--- src/rtl/pipemdu.sv ---
// Iterative radix-2 multiply/divide unit with HI/LO registers for the EXE stage.
// Define MDU_SIGNED_EN to make MULT/DIV signed; otherwise they alias MULTU/DIVU.
module pipemdu #(
   parameter int unsigned WIDTH = 32,
   parameter int unsigned CNTW  = 5
) (
   input  logic             clock,
   input  logic             resetn,
   input  logic             estart,
   input  logic [2:0]       emduop,
   input  logic [WIDTH-1:0] ea,
   input  logic [WIDTH-1:0] eb,
   input  logic             ecancel,
   output logic             ebusy,
   output logic [WIDTH-1:0] hi,
   output logic [WIDTH-1:0] lo,
   output logic             edone
);

   typedef enum logic [1:0] {IDLE, RUN, FIX} state_t;
   typedef enum logic [2:0] {
      OP_NONE  = 3'b000,
      OP_MULTU = 3'b001,
      OP_DIVU  = 3'b010,
      OP_MULT  = 3'b011,
      OP_DIV   = 3'b100,
      OP_MTHI  = 3'b101,
      OP_MTLO  = 3'b110,
      OP_RSVD  = 3'b111
   } mduop_t;

   localparam logic [CNTW-1:0] LAST = CNTW'(WIDTH - 1);

   state_t           state;
   mduop_t           op;
   logic [CNTW-1:0]  cnt;
   logic [WIDTH-1:0] acc;   // partial product high half / remainder
   logic [WIDTH-1:0] q;     // multiplier (shifts out) / dividend -> quotient
   logic [WIDTH-1:0] d;     // multiplicand / divisor
   logic             isdiv;
   logic             dz;

   logic [WIDTH-1:0]   mag_a, mag_b;
   logic [WIDTH:0]     msum, rsh, rdiff;
   logic [WIDTH-1:0]   step_acc, step_q;
   logic [2*WIDTH-1:0] prod;
   logic [WIDTH-1:0]   quo, rem, res_hi, res_lo;
   logic               div_op;

   assign op     = mduop_t'(emduop);
   assign div_op = (op == OP_DIVU) || (op == OP_DIV);

`ifdef MDU_SIGNED_EN
   logic sa, sb, sgn_op;
   assign sgn_op = (op == OP_MULT) || (op == OP_DIV);
   always_comb begin
      mag_a = (sgn_op && ea[WIDTH-1]) ? -ea : ea;
      mag_b = (sgn_op && eb[WIDTH-1]) ? -eb : eb;
   end
`else
   always_comb begin
      mag_a = ea;
      mag_b = eb;
   end
`endif

   always_comb begin
      msum  = {1'b0, acc} + (q[0] ? {1'b0, d} : '0);
      rsh   = {acc, q[WIDTH-1]};
      rdiff = rsh - {1'b0, d};
      if (isdiv) begin
         if (!rdiff[WIDTH]) begin
            step_acc = rdiff[WIDTH-1:0];
            step_q   = {q[WIDTH-2:0], 1'b1};
         end else begin
            step_acc = rsh[WIDTH-1:0];
            step_q   = {q[WIDTH-2:0], 1'b0};
         end
      end else begin
         step_acc = msum[WIDTH:1];
         step_q   = {msum[0], q[WIDTH-1:1]};
      end
   end

   // With a zero divisor every trial subtract succeeds, so the remainder ends up
   // holding the full dividend; only the quotient needs the all-ones override.
   always_comb begin
      prod = {acc, q};
      quo  = q;
      rem  = acc;
`ifdef MDU_SIGNED_EN
      if (sa ^ sb) begin
         prod = -prod;
         quo  = -quo;
      end
      if (sa) rem = -rem;
`endif
      if (dz) quo = '1;
      res_hi = isdiv ? rem : prod[2*WIDTH-1:WIDTH];
      res_lo = isdiv ? quo : prod[WIDTH-1:0];
   end

   always_ff @(posedge clock or negedge resetn) begin
      if (!resetn) begin
         state <= IDLE;
         cnt   <= '0;
         acc   <= '0;
         q     <= '0;
         d     <= '0;
         isdiv <= 1'b0;
         dz    <= 1'b0;
         hi    <= '0;
         lo    <= '0;
         ebusy <= 1'b0;
         edone <= 1'b0;
`ifdef MDU_SIGNED_EN
         sa    <= 1'b0;
         sb    <= 1'b0;
`endif
      end else if (ecancel) begin
         state <= IDLE;
         cnt   <= '0;
         ebusy <= 1'b0;
         edone <= 1'b0;
      end else begin
         edone <= 1'b0;
         case (state)
            IDLE: begin
               if (estart) begin
                  case (op)
                     OP_MULTU, OP_MULT, OP_DIVU, OP_DIV: begin
                        q     <= mag_a;
                        d     <= mag_b;
                        acc   <= '0;
                        cnt   <= '0;
                        isdiv <= div_op;
                        dz    <= div_op && (eb == '0);
`ifdef MDU_SIGNED_EN
                        sa    <= sgn_op && ea[WIDTH-1];
                        sb    <= sgn_op && eb[WIDTH-1];
`endif
                        state <= RUN;
                        ebusy <= 1'b1;
                     end
                     OP_MTHI: hi <= ea;
                     OP_MTLO: lo <= ea;
                     default: ;
                  endcase
               end
            end
            RUN: begin
               acc <= step_acc;
               q   <= step_q;
               cnt <= cnt + CNTW'(1);
               if (cnt == LAST) state <= FIX;
            end
            FIX: begin
               hi    <= res_hi;
               lo    <= res_lo;
               edone <= 1'b1;
               ebusy <= 1'b0;
               state <= IDLE;
            end
            default: begin
               state <= IDLE;
               ebusy <= 1'b0;
            end
         endcase
      end
   end

endmodule

--- config.mk ---
export PLATFORM = sky130hd
export DESIGN_NAME = pipemdu
export DESIGN_NICKNAME = d
export VERILOG_FILES = /design/src/rtl/pipemdu.sv
export SDC_FILE = /design/constraint.sdc
export NUM_CORES = 1
export LEC_CHECK = 0
export CAP_MARGIN = 20
export CORE_MARGIN = 2
export CORE_UTILIZATION = 50
export DETAILED_ROUTE_END_ITERATION = 6
export GPL_TIMING_DRIVEN = 0
export PLACE_DENSITY = 0.73
export SETUP_SLACK_MARGIN = 0.15
export SLEW_MARGIN = 20
export SYNTH_ARGS = -nofsm -noshare
export SYNTH_HDL_FRONTEND = slang
export SYNTH_SLANG_ARGS = --single-unit
--- constraint.sdc ---
create_clock -name clock -period 6.9 [get_ports clock]
set_clock_uncertainty 0.2 [all_clocks]
set_input_delay 1.725 -clock clock [delete_from_list [all_inputs] [get_ports clock]]
set_output_delay 1.725 -clock clock [all_outputs]
set_load 0.01 [all_outputs]
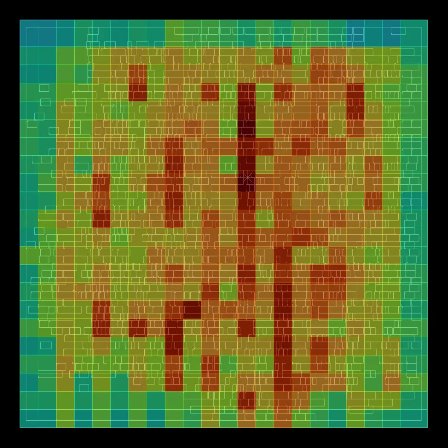
Fig. 1. Routing congestion.
Routed WL per cell: 18.78 µm
Final Util: 61.05%
Global Route Usage Sum: 27.52%
GR Util met1: 39.86%
met2 GRT Util: 42.69%

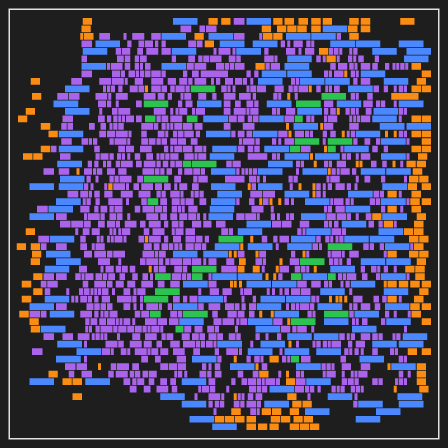
Fig. 2. Placed cells, one color a class.
- other buffers and delay cells: orange (cells 200)
- clock drivers and dummy loads: green (cells 31)
- all other logic: purple (cells 1,041)
- flops: blue (cells 171)
core area: 22,500 µm²
cell area after layout: 13,740 µm²
row count: 55

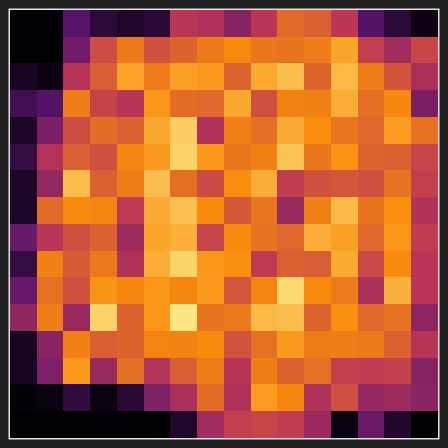
Fig. 3. Local utilization.
16 x 16 tiles, from black (low) to pale yellow (high), 0 to 100% covered.
- densest ninth of the die: center
- nearly empty tiles: 4.7%
- mean over tiles: 56%
- tiles over 75% full: 20%
- fullest tile: 95%
initial core utilization: 50.72%

==> impl_metrics.tcl <==
# place-and-route summary
set metrics [dict create \
    status "finished, violations left" \
    violations "design-rule violations" \
    ys_cells 1275 \
    synth.area.top_cells "dfrtp_1 37%, mux2i_1 7.8%, ha_1 7.2%" \
    die_h_um 155.1 \
    sh_comb_area_pct 48.81 \
    synth_flops 171 \
    syn_inst 1275 \
    nFillCells 1958 \
    warning_count 26 \
    grt-ovfl-total 0 \
    drtIter0Drc 730 \
    most_common_cell "dfrtp_1" \
    cp-endpoint "q[0]" \
    drcViolationCount 1 \
    dp_slack_ns 2.094 \
    cts_resized 0 \
    max-vdd-ir-drop_v 0.0001759 \
    grtUsageMet3_pct 4.067 \
    htreeDepth 4 \
    cp-startpoint "emduop[2]" \
    dr_wl_met2_um 14620 \
    ys_area_um2 11410 \
    inv_count 48 \
    synth_cell_types 68 \
    worstHoldStart "lo[3]" \
    hp-class "flop to flop" \
    clkLatencyLatePin_ns 0.44 \
    async_flop_share_pct 100.0 \
    crit_path_top_delay_cell "clkbuf_1" \
    cts_setup_buffers 0 \
    cp_cell_sequence "clkdlybuf4s50_1 -> or3_1 -> and3_1 -> nor2_1 -> or3_1 -> clkbuf_1 -> clkbuf_1 -> buf_1 -> nand2_1 -> o31ai_1" \
    floorplan.nets 1414 \
    synthTopCellsByCount "171 x dfrtp_1, 150 x nand2_1, 115 x o21ai_0" \
    p_per_area_nw_per_um2 324.7 \
    flop-count 171 \
    leakage_uw 0.006178 \
]
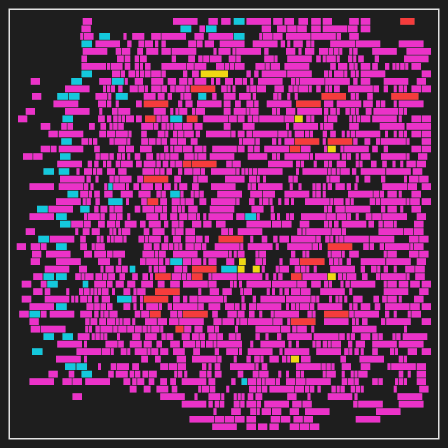
Fig. 4. Sizing map.
- drive 1 or less: magenta (cells 1,359)
- drive 2: cyan (cells 47)
- drive 6 and up: red (cells 29)
- drive 3 to 4: yellow (cells 8)
count of plain and timing-repair buffers: 200
Layout Area Growth over Synthesis: 20.36%
Final WS setup: 2.484 ns

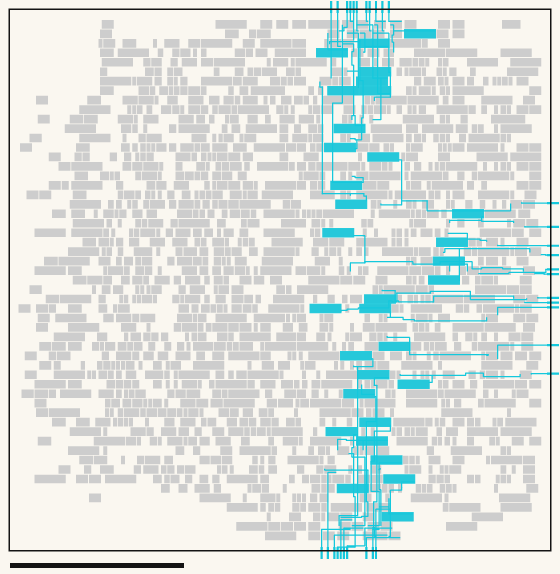
Fig. 5. Wires at chosen ports, followed through buffers.
Bar = 50 µm.
- hi: cyan (direction output; end cells 32; buffers 32; wire 1,470 µm)
IO Port Bufs: 136
io pins: 137

-- worst register-to-register path, stage by stage, from the launching register on --
cell      delay, ns
dfrtp_1        0.61
clkbuf_1       0.44
nand2_1        0.19
fa_1           0.44
nor2b_1        0.20
o211ai_1       0.19
a211oi_1       0.46
o21a_1         0.21
a21o_1         0.16
a21o_1         0.20
or2_1          0.16
a221oi_1       0.13
or4_1          0.50
a22oi_1        0.19
-- cell usage in the layout, fill, tap and decap left out, drive strengths merged, types with 7 or more instances in the layout --
cell type | netlist | layout
o22ai | 33 | 33
xor2 | 22 | 22
a21o | 33 | 33
xnor2 | 35 | 35
and2 | 37 | 37
buf | 15 | 17
o211ai | 11 | 11
o21ai | 147 | 147
clkdlybuf4s50 | 0 | 135
nor3 | 12 | 12
mux2 | 33 | 33
nor4 | 9 | 9
nand2 | 150 | 150
a22oi | 23 | 23
clkbuf | 48 | 65
a21oi | 87 | 87
ha | 66 | 66
o221ai | 9 | 9
o21a | 12 | 12
nand3 | 10 | 10
nor2b | 10 | 10
dfrtp | 171 | 171
nand4 | 7 | 7
inv | 48 | 57
nand2b | 15 | 15
nor2 | 72 | 72
a31oi | 9 | 9
mux2i | 89 | 89
a211oi | 7 | 7
-- logic make-up after synthesis --
group | share of synthesized area [%]
AND-OR/OR-AND | 21.88
XOR/XNOR | 4.440
adder cells (fa/ha/maj) | 7.586
buffers and inverters | 3.760
flip-flops | 37.49
multiplexers | 11.06
AND/OR/NAND/NOR | 13.78
-- where the power goes --
part | switching [µW] | internal (µW)
Combinational | 1070 | 912
Sequential | 290 | 1230
Clock | 473 | 484
Total | 1830 | 2630
No activity file was given, so power comes from the tool's default toggle rates.
